<file path="src/rtl/gvp_stream_packer.sv">
// gvp_stream_packer: gvp vector snapshots -> tagged 32-bit frames -> FWFT FIFO -> AXI-Stream master.
// Optional build macro GVP_PACK_TIMESTAMP_EN inserts a request-time cycle counter after each tag.

// Generic first-word-fall-through FIFO, power-of-two depth.
// Latency: write visible on rd_* the cycle after wr_vld.
// Backpressure: writes while full are ignored; rd_dat/rd_vld hold while !rd_rdy.
module gvp_fifo #(
    parameter int W     = 33,
    parameter int DEPTH = 64
) (
    input  logic                     clk,
    input  logic                     rst_n,
    input  logic                     wr_vld,
    input  logic [W-1:0]             wr_dat,
    output logic                     rd_vld,
    input  logic                     rd_rdy,
    output logic [W-1:0]             rd_dat,
    output logic [$clog2(DEPTH):0]   level
);
    localparam int AW = $clog2(DEPTH);

    logic [W-1:0]  mem [DEPTH];
    logic [AW-1:0] wr_ptr;
    logic [AW-1:0] rd_ptr;
    logic          wr_fire;
    logic          rd_fire;

    assign rd_vld  = (level != '0);
    assign rd_dat  = rd_vld ? mem[rd_ptr] : '0;
    assign wr_fire = wr_vld && (level != (AW+1)'(DEPTH));
    assign rd_fire = rd_vld && rd_rdy;

    always_ff @(posedge clk) begin
        if (wr_fire) mem[wr_ptr] <= wr_dat;
    end

    always_ff @(posedge clk or negedge rst_n) begin
        if (!rst_n) begin
            wr_ptr <= '0;
            rd_ptr <= '0;
            level  <= '0;
        end else begin
            if (wr_fire) wr_ptr <= wr_ptr + 1'b1;
            if (rd_fire) rd_ptr <= rd_ptr + 1'b1;
            case ({wr_fire, rd_fire})
                2'b10:   level <= level + 1'b1;
                2'b01:   level <= level - 1'b1;
                default: level <= level;
            endcase
        end
    end
endmodule

// Frame packer: snapshots gvp outputs on a store/finished request and streams them as a tagged frame.
// Latency: request at cycle N -> tag in FIFO at N+1, tvalid at N+2 when the FIFO was empty.
// Backpressure: frames are admitted only if they fit whole; otherwise dropped and counted in overrun_count.
module gvp_stream_packer #(
    parameter int FIFO_DEPTH = 64,
    parameter int SEQ_W      = 12
) (
    input  logic                          a_clk,
    input  logic                          a_resetn,
    input  logic                          enable,
    input  logic [31:0]                   x,
    input  logic [31:0]                   y,
    input  logic [31:0]                   z,
    input  logic [31:0]                   u,
    input  logic [31:0]                   options,
    input  logic [31:0]                   section,
    input  logic [1:0]                    store_data,
    input  logic                          gvp_finished,
    output logic [31:0]                   M_AXIS_tdata,
    output logic                          M_AXIS_tvalid,
    input  logic                          M_AXIS_tready,
    output logic                          M_AXIS_tlast,
    output logic [$clog2(FIFO_DEPTH):0]   fifo_level,
    output logic [15:0]                   overrun_count
);
    localparam int AW = $clog2(FIFO_DEPTH);
`ifdef GVP_PACK_TIMESTAMP_EN
    localparam int TS_WORDS = 1;
`else
    localparam int TS_WORDS = 0;
`endif
    localparam int HDR_LEN = 7 + TS_WORDS;
    localparam int DAT_LEN = 5 + TS_WORDS;
    localparam int END_LEN = 1 + TS_WORDS;

    localparam logic [3:0] T_HDR = 4'hA;
    localparam logic [3:0] T_DAT = 4'hD;
    localparam logic [3:0] T_END = 4'hE;

    typedef enum logic {IDLE, WRITE} state_t;

    state_t      state;
    state_t      state_nxt;

    logic [1:0]  prev_store;
    logic        prev_fin;
    logic        store_rise;
    logic        fin_rise;
    logic        store_hdr;

    logic [AW:0] level;
    logic [AW:0] free;
    logic        busy;

    logic        load;
    logic        load_pend;
    logic [3:0]  ld_type;
    logic [1:0]  drops;
    logic        pend_set;
    logic        pend_clr;

    logic        pend_end;
    logic [15:0] pend_sec;

    logic [3:0]  h_type;
    logic [SEQ_W-1:0] h_seq;
    logic [SEQ_W-1:0] seq;
    logic [2:0]  h_last;
    logic [31:0] h_sec;
    logic [31:0] h_opt;
    logic [31:0] h_x;
    logic [31:0] h_y;
    logic [31:0] h_z;
    logic [31:0] h_u;
    logic [2:0]  idx;

    logic [31:0] body [8];
    logic [2:0]  bidx;
    logic [31:0] word;
    logic        wr_vld;
    logic [32:0] wr_dat;
    logic [32:0] rd_dat;
    logic [16:0] ovr_sum;

`ifdef GVP_PACK_TIMESTAMP_EN
    logic [31:0] ts_cnt;
    logic [31:0] pend_ts;
    logic [31:0] h_ts;

    always_ff @(posedge a_clk or negedge a_resetn) begin
        if (!a_resetn) ts_cnt <= '0;
        else           ts_cnt <= ts_cnt + 32'd1;
    end
`endif

    assign store_rise = enable && (prev_store == 2'd0) && (store_data != 2'd0);
    assign fin_rise   = enable && gvp_finished && !prev_fin;
    assign store_hdr  = store_data[1];
    assign busy       = (state != IDLE);
    assign free       = (AW+1)'(FIFO_DEPTH) - level;

    // Admission: a pending end frame goes first, then the store request, then a lone finished rise.
    always_comb begin
        load      = 1'b0;
        load_pend = 1'b0;
        ld_type   = T_DAT;
        drops     = 2'd0;
        pend_set  = 1'b0;
        pend_clr  = 1'b0;
        if (pend_end && !busy) begin
            pend_clr = 1'b1;
            if (free >= (AW+1)'(END_LEN)) begin
                load      = 1'b1;
                load_pend = 1'b1;
                ld_type   = T_END;
            end else begin
                drops = drops + 2'd1;
            end
        end
        if (store_rise) begin
            if (!busy && !load &&
                free >= (store_hdr ? (AW+1)'(HDR_LEN) : (AW+1)'(DAT_LEN))) begin
                load    = 1'b1;
                ld_type = store_hdr ? T_HDR : T_DAT;
            end else begin
                drops = drops + 2'd1;
            end
            pend_set = fin_rise;
        end else if (fin_rise) begin
            if (!busy && !load && free >= (AW+1)'(END_LEN)) begin
                load    = 1'b1;
                ld_type = T_END;
            end else begin
                drops = drops + 2'd1;
            end
        end
    end

    always_ff @(posedge a_clk or negedge a_resetn) begin
        if (!a_resetn) state <= IDLE;
        else           state <= state_nxt;
    end

    always_comb begin
        state_nxt = state;
        case (state)
            IDLE:    if (load) state_nxt = WRITE;
            WRITE:   if (idx == h_last) state_nxt = IDLE;
            default: state_nxt = IDLE;
        endcase
    end

    always_comb begin
        body = '{default: '0};
        if (h_type == T_HDR) begin
            body[0] = h_sec;
            body[1] = h_opt;
            body[2] = h_x;
            body[3] = h_y;
            body[4] = h_z;
            body[5] = h_u;
        end else begin
            body[0] = h_x;
            body[1] = h_y;
            body[2] = h_z;
            body[3] = h_u;
        end
        bidx = idx - 3'(1 + TS_WORDS);
        word = body[bidx];
        if (idx == 3'd0) word = {h_type, 12'(h_seq), h_sec[15:0]};
`ifdef GVP_PACK_TIMESTAMP_EN
        if (idx == 3'd1) word = h_ts;
`endif
    end

    always_comb begin
        wr_vld = (state == WRITE);
        wr_dat = {(idx == h_last), word};
    end

    always_ff @(posedge a_clk or negedge a_resetn) begin
        if (!a_resetn) begin
            prev_store <= '0;
            prev_fin   <= 1'b0;
            pend_end   <= 1'b0;
            pend_sec   <= '0;
            seq        <= '0;
            idx        <= '0;
            h_type     <= T_DAT;
            h_seq      <= '0;
            h_last     <= '0;
            h_sec      <= '0;
            h_opt      <= '0;
            h_x        <= '0;
            h_y        <= '0;
            h_z        <= '0;
            h_u        <= '0;
`ifdef GVP_PACK_TIMESTAMP_EN
            pend_ts    <= '0;
            h_ts       <= '0;
`endif
        end else begin
            prev_store <= store_data;
            prev_fin   <= gvp_finished;
            if (pend_set) begin
                pend_end <= 1'b1;
                pend_sec <= section[15:0];
`ifdef GVP_PACK_TIMESTAMP_EN
                pend_ts  <= ts_cnt;
`endif
            end else if (pend_clr) begin
                pend_end <= 1'b0;
            end
            if (state == WRITE) idx <= (idx == h_last) ? 3'd0 : idx + 3'd1;
            if (load) begin
                seq    <= seq + 1'b1;
                idx    <= '0;
                h_type <= ld_type;
                h_seq  <= seq;
                h_last <= (ld_type == T_HDR) ? 3'(HDR_LEN - 1) :
                          (ld_type == T_DAT) ? 3'(DAT_LEN - 1) : 3'(END_LEN - 1);
                if (load_pend) begin
                    h_sec <= {16'h0000, pend_sec};
`ifdef GVP_PACK_TIMESTAMP_EN
                    h_ts  <= pend_ts;
`endif
                end else begin
                    h_sec <= section;
                    h_opt <= options;
                    h_x   <= x;
                    h_y   <= y;
                    h_z   <= z;
                    h_u   <= u;
`ifdef GVP_PACK_TIMESTAMP_EN
                    h_ts  <= ts_cnt;
`endif
                end
            end
        end
    end

    // Two drops can land in one cycle (e.g. store and finished both refused).
    assign ovr_sum = {1'b0, overrun_count} + {15'd0, drops};

    always_ff @(posedge a_clk or negedge a_resetn) begin
        if (!a_resetn)      overrun_count <= '0;
        else if (ovr_sum[16]) overrun_count <= 16'hFFFF;
        else                overrun_count <= ovr_sum[15:0];
    end

    gvp_fifo #(.W(33), .DEPTH(FIFO_DEPTH)) u_fifo (
        .clk    (a_clk),
        .rst_n  (a_resetn),
        .wr_vld (wr_vld),
        .wr_dat (wr_dat),
        .rd_vld (M_AXIS_tvalid),
        .rd_rdy (M_AXIS_tready),
        .rd_dat (rd_dat),
        .level  (level)
    );

    assign M_AXIS_tdata = rd_dat[31:0];
    assign M_AXIS_tlast = rd_dat[32];
    assign fifo_level   = level;
endmodule

</file>
<file path="config.mk">
export PLATFORM = sky130hd
export DESIGN_NAME = gvp_stream_packer
export DESIGN_NICKNAME = d
export VERILOG_FILES = /design/src/rtl/gvp_stream_packer.sv
export SDC_FILE = /design/constraint.sdc
export NUM_CORES = 2
export LEC_CHECK = 0
export CAP_MARGIN = 25
export CORE_UTILIZATION = 34
export DETAILED_ROUTE_END_ITERATION = 8
export PLACE_DENSITY = 0.49
export RECOVER_POWER = 25
export SYNTH_ARGS = -nofsm -noshare
export SYNTH_HDL_FRONTEND = slang
export SYNTH_SLANG_ARGS = --single-unit
</file>
<file path="constraint.sdc">
create_clock -name a_clk -period 6.3 [get_ports a_clk]
set_clock_uncertainty 0.15 [all_clocks]
set_input_delay 1.26 -clock a_clk [delete_from_list [all_inputs] [get_ports a_clk]]
set_output_delay 1.26 -clock a_clk [all_outputs]
set_load 0.03 [all_outputs]
</file>
### Routed clock nets over the placement

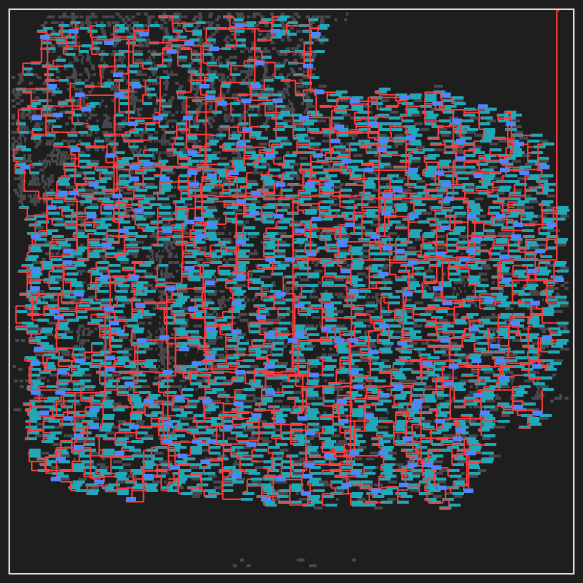
cyan -> flip-flops  # count 2392
blue -> clock drivers  # count 268
red -> clock wires  # length 30.4 mm
routed clock nets = 269

### Sequential cells grouped by signal name

Bar = 200 um. Other sequential cells in the stronger grey, the rest of the logic in the fainter grey.
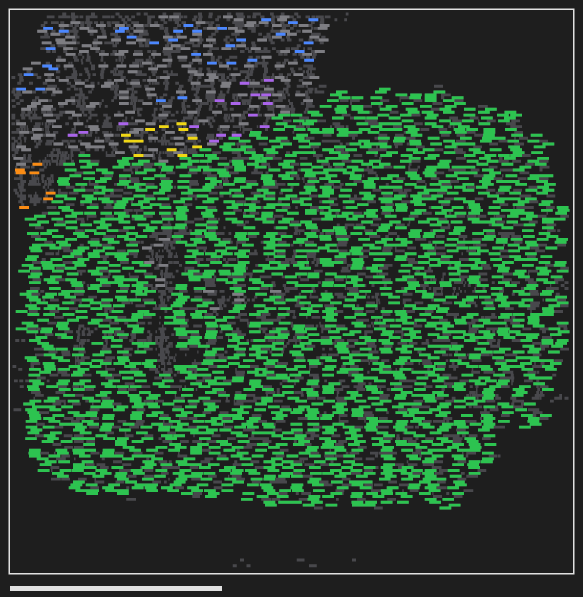
yellow -> h_seq  # flops 12, where upper left
purple -> pend_sec  # flops 16
blue -> h_x  # flops 32
orange -> u_fifo.level  # flops 7
green -> u_fifo.mem  # flops 2112
not coloured = 213

==> results_slide.txt <==
Run Summary

Run status
  – Outcome: finished with violations
  – Failing checks: max-capacitance violations, max-slew violations

Clock network
  – CTS tree: built
  – Post-CTS Resized: 2
  – Latest clock arrival within the worst-skew pair: 840 ps
  – CTS hold repair buffers: 0

Final layout
  – Area Growth Syn to Fin: 17.6%
  – Final-layout non-clock buffer area share: roughly 4.5%
  – Layout fillers: 24700
  – ClkCell Share: between 7 and 8%
  – Logic inverters: 16
  – Layout Nets: 5244
  – #MultiIn Comb: ~1800
  – Clk_buf instances: around 330
  – Share of cells above drive strength 1: around 27%
  – FFs & Latches: around 2400
  – Number of diodes: 8

Run
  – Max-cap violations: 15

Logic synthesis
  – Seq share, synth: around three quarters
  – Top logic family: multiplexers
  – Synth warnings: 0
  – Dominant flop cell: edfxtp_1
  – Floorplan net count: approximately 4700
  – And+or+nand+nor area frac: under 10%
  – Count of library flops with an enable pin: between 2000 and 2500
  – Xor/xnor share: less than 1%
  – Post-Synth AOI/OAI Area: 3.09%

STA
  – Fmax: roughly 0.17 GHz
  – Min Tclk post-route: ~6000 ps
  – Slew Viols, Final: 599

Place
  – IO Port Bufs: 255

Drt
  – Uppermost routed layer: met5
  – WL/cell: 29.4 um
  – Drt initial violations: 4373
  – # DRC: 0
  – WL met2: approximately 130000 um
  – Vias: 47600

Global routing
  – Number of global-route vias before repair: ~50000
  – Congestion Overflow GR: 0
  – Met2 Use GR: between 30 and 40%
  – Largest net degree at the start of global routing: roughly 120

Worst setup path
  – Crit path DAT: roughly 4600 ps
  – Crit path buf inv count: 5
  – Kind of cell adding the most delay to the critical path: buffers and inverters

Power and ir drop
  – Power per Cell Area: around 540 mW/mm^2
### Wiring heat map

27 x 27 tiles, from dark blue (low) to red (high), scaled to the fullest tile. Values are wire area over tile area, all layers added.
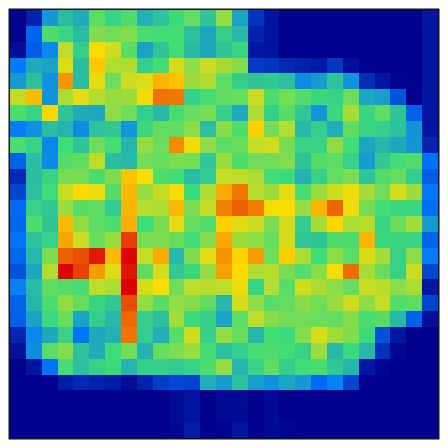
densest ninth of the die = centre
fullest tile = 0.35
emptiest ninth of the die = upper right
tiles over half the peak = 46%
mean over tiles = 0.15

## cells in the mapped netlist (4+ instances only)
cell type / n / share of area, %
o211ai_1: 17 / 0.13
o22ai_1: 64 / 0.42
nand3_1: 55 / 0.29
mux2i_1: 190 / 2.0
edfxtp_1: 2112 / 67
mux2_4: 100 / 1.6
mux2_2: 93 / 1.1
inv_1: 16 / 0.063
clkbuf_1: 166 / 0.66
a21oi_1: 69 / 0.36
and3_1: 7 / 0.046
a221oi_1: 6 / 0.055
xor2_1: 25 / 0.23
ha_1: 18 / 0.24
or3_1: 5 / 0.033
nor3_1: 4 / 0.021
buf_6: 12 / 0.14
nand2b_1: 19 / 0.13
o21a_1: 34 / 0.27
dfrtp_1: 278 / 7.3
buf_2: 61 / 0.32
a211oi_1: 77 / 0.61
mux4_2: 593 / 14
nand4_1: 21 / 0.14
and2_1: 6 / 0.040
a211o_1: 6 / 0.055
a21boi_0: 5 / 0.040
a2bb2oi_1: 6 / 0.055
a311oi_1: 6 / 0.055
o21ai_0: 57 / 0.30
xnor2_1: 16 / 0.15
or4_1: 4 / 0.032
nor2b_1: 38 / 0.25
o221ai_1: 32 / 0.30
nor2_1: 106 / 0.42
nand2_1: 81 / 0.32
nand3b_1: 5 / 0.040
a311o_1: 6 / 0.063
buf_1: 33 / 0.13
a22oi_1: 26 / 0.21
## stage by stage
stage	utilization [%]	power [W]	worst slack, ps	hold slack (ps)
2_1_floorplan	-	0.0370	1380	286
3_3_place_gp	37.4	0.0463	646	300
3_5_place_dp	37.5	0.0468	626	313
4_1_cts	40.5	0.0617	127	242
5_1_grt	40.3	0.0631	61.3	265
6_report	40.3	0.0605	313	225
## where the power goes
part	total (W)	switching [W]	internal, W
combinational	0.0216	0.0138	0.00783
clock	0.0148	0.00626	0.00858
sequential	0.0240	0.000834	0.0232
Power and IR drop assume default switching activity.
